Fig. 1: wiring by layer
Bar = 20 µm.
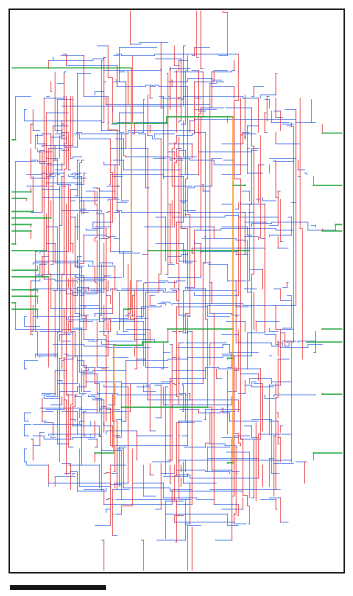
Fig. 2: pin placement
Pins as bars across the die edge, other pins in gray.
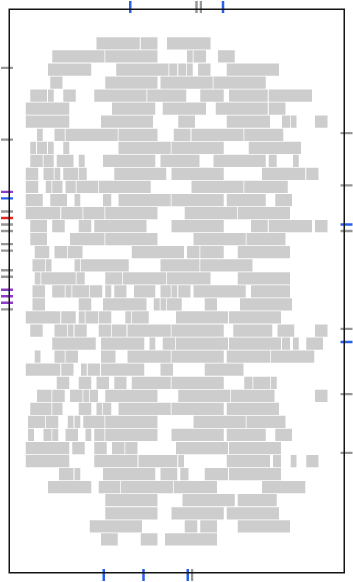
--- src/rtl/sync_fifo_buf.sv ---
// Single-clock FIFO with its own pointers, registered occupancy count,
// threshold flags, registered read data and sticky overflow/underflow flags.
module sync_fifo_buf #(
  parameter int DATA_WIDTH = 8,
  parameter int ADDR_SIZE  = 3,
  parameter int AF_LEVEL   = 6,
  parameter int AE_LEVEL   = 2
) (
  input  logic                  clk,
  input  logic                  rst,
  input  logic                  clr,
  input  logic                  wr_en,
  input  logic [DATA_WIDTH-1:0] wdata,
  input  logic                  rd_en,
  output logic [DATA_WIDTH-1:0] rdata,
  output logic                  rd_valid,
  output logic                  full,
  output logic                  empty,
  output logic                  almost_full,
  output logic                  almost_empty,
  output logic [ADDR_SIZE:0]    count,
  output logic                  overflow,
  output logic                  underflow
);

  localparam int DEPTH = 2 ** ADDR_SIZE;
  localparam logic [ADDR_SIZE:0] DEPTH_C = (ADDR_SIZE + 1)'(DEPTH);
  localparam logic [ADDR_SIZE:0] AF_C    = (ADDR_SIZE + 1)'(AF_LEVEL);
  localparam logic [ADDR_SIZE:0] AE_C    = (ADDR_SIZE + 1)'(AE_LEVEL);
  localparam logic [ADDR_SIZE:0] ONE     = (ADDR_SIZE + 1)'(1);

  logic [DATA_WIDTH-1:0] mem [DEPTH];

  logic [ADDR_SIZE:0]    wr_ptr_reg;
  logic [ADDR_SIZE:0]    rd_ptr_reg;
  logic [ADDR_SIZE:0]    count_reg;
  logic [ADDR_SIZE:0]    count_next;
  logic [DATA_WIDTH-1:0] rdata_reg;
  logic                  rd_valid_reg;
  logic                  overflow_reg;
  logic                  underflow_reg;
  logic                  wr_acc;
  logic                  rd_acc;

  // A write into a full FIFO is allowed only when a read frees a slot the same edge.
  always_comb begin
    rd_acc = rd_en & ~empty;
    wr_acc = wr_en & (~full | rd_acc);
    count_next = count_reg;
    case ({wr_acc, rd_acc})
      2'b10:   count_next = count_reg + ONE;
      2'b01:   count_next = count_reg - ONE;
      default: count_next = count_reg;
    endcase
  end

  // Storage array is deliberately not reset so it maps onto block RAM.
  always_ff @(posedge clk) begin
    if (wr_acc && !clr) begin
      mem[wr_ptr_reg[ADDR_SIZE-1:0]] <= wdata;
    end
  end

  always_ff @(posedge clk or posedge rst) begin
    if (rst) begin
      wr_ptr_reg    <= '0;
      rd_ptr_reg    <= '0;
      count_reg     <= '0;
      rdata_reg     <= '0;
      rd_valid_reg  <= 1'b0;
      overflow_reg  <= 1'b0;
      underflow_reg <= 1'b0;
    end else if (clr) begin
      wr_ptr_reg    <= '0;
      rd_ptr_reg    <= '0;
      count_reg     <= '0;
      rd_valid_reg  <= 1'b0;
      overflow_reg  <= 1'b0;
      underflow_reg <= 1'b0;
    end else begin
      if (wr_acc) begin
        wr_ptr_reg <= wr_ptr_reg + ONE;
      end
      if (rd_acc) begin
        rd_ptr_reg <= rd_ptr_reg + ONE;
        rdata_reg  <= mem[rd_ptr_reg[ADDR_SIZE-1:0]];
      end
      rd_valid_reg <= rd_acc;
      count_reg    <= count_next;
      if (wr_en && !wr_acc) begin
        overflow_reg <= 1'b1;
      end
      if (rd_en && !rd_acc) begin
        underflow_reg <= 1'b1;
      end
    end
  end

  assign rdata        = rdata_reg;
  assign rd_valid     = rd_valid_reg;
  assign count        = count_reg;
  assign overflow     = overflow_reg;
  assign underflow    = underflow_reg;
  assign full         = (count_reg == DEPTH_C);
  assign empty        = (count_reg == '0);
  assign almost_full  = (count_reg >= AF_C);
  assign almost_empty = (count_reg <= AE_C);

endmodule

--- config.mk ---
export PLATFORM = sky130hd
export DESIGN_NAME = sync_fifo_buf
export DESIGN_NICKNAME = d
export VERILOG_FILES = /design/src/rtl/sync_fifo_buf.sv
export SDC_FILE = /design/constraint.sdc
export NUM_CORES = 1
export LEC_CHECK = 0
export CORE_ASPECT_RATIO = 1.75
export CORE_MARGIN = 3
export CORE_UTILIZATION = 50
export CTS_BUF_LIST = sky130_fd_sc_hd__clkbuf_4 sky130_fd_sc_hd__clkbuf_8 sky130_fd_sc_hd__clkbuf_16
export CTS_CLUSTER_SIZE = 40
export DETAILED_ROUTE_END_ITERATION = 10
export PLACE_DENSITY = 0.72
export REMOVE_ABC_BUFFERS = 1
export SETUP_SLACK_MARGIN = 0.02
export SLEW_MARGIN = 20
export SYNTH_ARGS = -nofsm -noshare
export SYNTH_HDL_FRONTEND = slang
export SYNTH_SLANG_ARGS = --single-unit
--- constraint.sdc ---
create_clock -name clk -period 2.3 [get_ports clk]
set_input_delay 0.345 -clock clk [delete_from_list [all_inputs] [get_ports clk]]
set_output_delay 0.345 -clock clk [all_outputs]
set_load 0.1 [all_outputs]
==> flow_summary.yaml <==
# synthesis and place-and-route metrics
route:
  drc_errors: 0
  first_pass_iters: 4
  viasPerCell: 5.49
  ant_nets: 0
pwr:
  p_per_area_nw_per_um2: 1350
  power_frac_comb: 0.430
  cellLeakagePower_uw: 0.00162
  p_sw_uw: 2390
die:
  core_area_um2: 6690
  io_pins: 32
  die_area_um2: 8140
  fp-row-count: 39
yosys:
  synth_cells: 213
  edf_count: 64
  async_flop_share: 0.247
  common_cells: "edfxtp_1, nor2_1, dfrtp_1, mux4_2, mux2i_1"
  ff_type: "edfxtp_1"
  syn_area_um2: 3530
  synth_cell_types: 34
layout:
  final-instance-count-excl-fill: 357
  drive_above_1_share: 0.320
  n_antenna_cell: 0
job:
  drv_cap: 0
critical_path:
  worstPathMaxFanout: 4
  startpoint_type: "register"
  worstPathArrival_ns: 1.84
run_status:
  outcome: "complete, no violations"
final_timing:
  hold_viol: 0
  setup_viol: 0
  period_needed_ns: 2.18
  clock_skew_ns: 0.00726
cts:
  h-tree-depth: 3
  cts.clk_slew.worst_paths_ns: 0.06
  insertion_delay_ns: 0.33
global_route:
  grt_pass1_vias: 2013
place:
  dp_cells: 341
Back to the opening pictures, Fig. 1:
| color | layer | wire length |
|---|---|---|
| orange | met4 | 145 µm |
| green | met3 | 228 µm |
| red | met2 | 3,810 µm |
| blue | met1 | 2,450 µm |
GR Util All Layers: 0.184
final WL: 6.64 mm
DR WL/cell: 18.6 µm

Back to the opening pictures, Fig. 2:
| color | port | pins | direction | edge |
|---|---|---|---|---|
| blue | `wdata` | 8 | input | 3 south, 2 north, 2 east, 1 west |
| purple | `count` | 4 | output | west |
| red | `clr` | 1 | input | west |
all pins by edge: 16 west, 8 east, 4 north, 4 south
Die W: 69.5 µm
PortBufs: 31

through the flow:
step | cell area (µm²) | setup slack [ns] | TNS (ns) | power [µW]
2_1_floorplan | 3470 | -1.31 | -25.61 | 3780
3_3_place_gp | 4090 | -0.0250 | -0.0250 | 4500
3_5_place_dp | 4090 | -0.0868 | -0.0868 | 4530
4_1_cts | 4410 | 0.0378 | 0 | 6010
5_1_grt | 4410 | 0.0101 | 0 | 6240
6_report | 4410 | 0.119 | 0 | 5970
layer usage:
layer  vias to the layer above  wire length [µm]  share of wire  track usage
li1                        930                 -              -            -
met4                         0               144          0.022       0.0900
met2                        38              3810           0.57        0.342
met1                       984              2450           0.37        0.197
met3                         9               227          0.034       0.0393
met5                         -                 0              0            0
worst max-delay path, stage by stage (launching register included):
cell	delay, ns
dfrtp_1	0.45
or3_2	0.50
buf_4	0.18
nor2_1	0.17
buf_12	0.21
cells in the final DEF (no fill, tap or decap), types with 2 or more instances in the layout:
cell type and instances:
edfxtp_1 64, buf_4 43, nor2_1 31, dfrtp_1 21, mux4_2 16, mux2i_1 12, clkdlybuf4s50_1 12, a21oi_1 9
clkbuf_16 9, xnor2_1 4, inv_1 4, nand2_1 4, ha_1 4, nor3_1 3, o211ai_1 3, a31oi_1 3
clkbuf_8 3, buf_12 3, a211oi_1 2, xor2_1 2, nand2b_1 2, nor2_2 2, nor4_2 2
cell families after synthesis:
group                      Yosys count  synth area share
buffers and inverters               16            0.0209
AOI/OAI and AO/OA                   24            0.0535
adders and majority gates            5            0.0199
and+or+nand+nor                     49            0.0610
xor gates and xnor gates             6            0.0149
DFF                                 85             0.694
muxes                               28             0.136
final cells by class:
| cell class | instances | area, µm² | share of cell area |
|---|---|---|---|
| repair buffers | 58 | 503 | 0.114 |
| clock buffers | 13 | 274 | 0.0621 |
| flip-flops and latches | 85 | 2450 | 0.555 |
| clock inverters | 3 | 43.8 | 0.00992 |
| multi-input cells | 112 | 1030 | 0.233 |
| well taps | 82 | 103 | 0.0232 |
| inverters | 4 | 15.0 | 0.00340 |
power by group through the flow:
stage	clock (µW)	sequential, µW	combinational, µW
detailed placement	0	1960	2570
global route	1580	1950	2710
finish	1470	1930	2560
CTS	1500	1930	2580
global placement	0	1950	2550
floorplan	0	2820	964
repair_timing:
| action | in CTS | in global routing |
|---|---|---|
| gates resized | 0 | 2 |
| hold buffers | 0 | 0 |
| endpoints found under the setup margin | 0 | 2 |
final timing paths:
check                                       end  slack, ns  cells past startpoint
setup reg to reg           count[3]$_DFFE_PP0P_       0.26                      8
hold reg to reg            overflow$_DFFE_PP0P_       0.52                      2
max in group asynchronous  rdata[2]$_DFFE_PP0P_       1.68                      3
setup / recovery                          empty       0.12                      4
min in group clk           overflow$_DFFE_PP0P_       0.52                      2
hold / removal             count[3]$_DFFE_PP0P_       0.36                      3
No activity file was given, so power comes from the tool's default toggle rates.
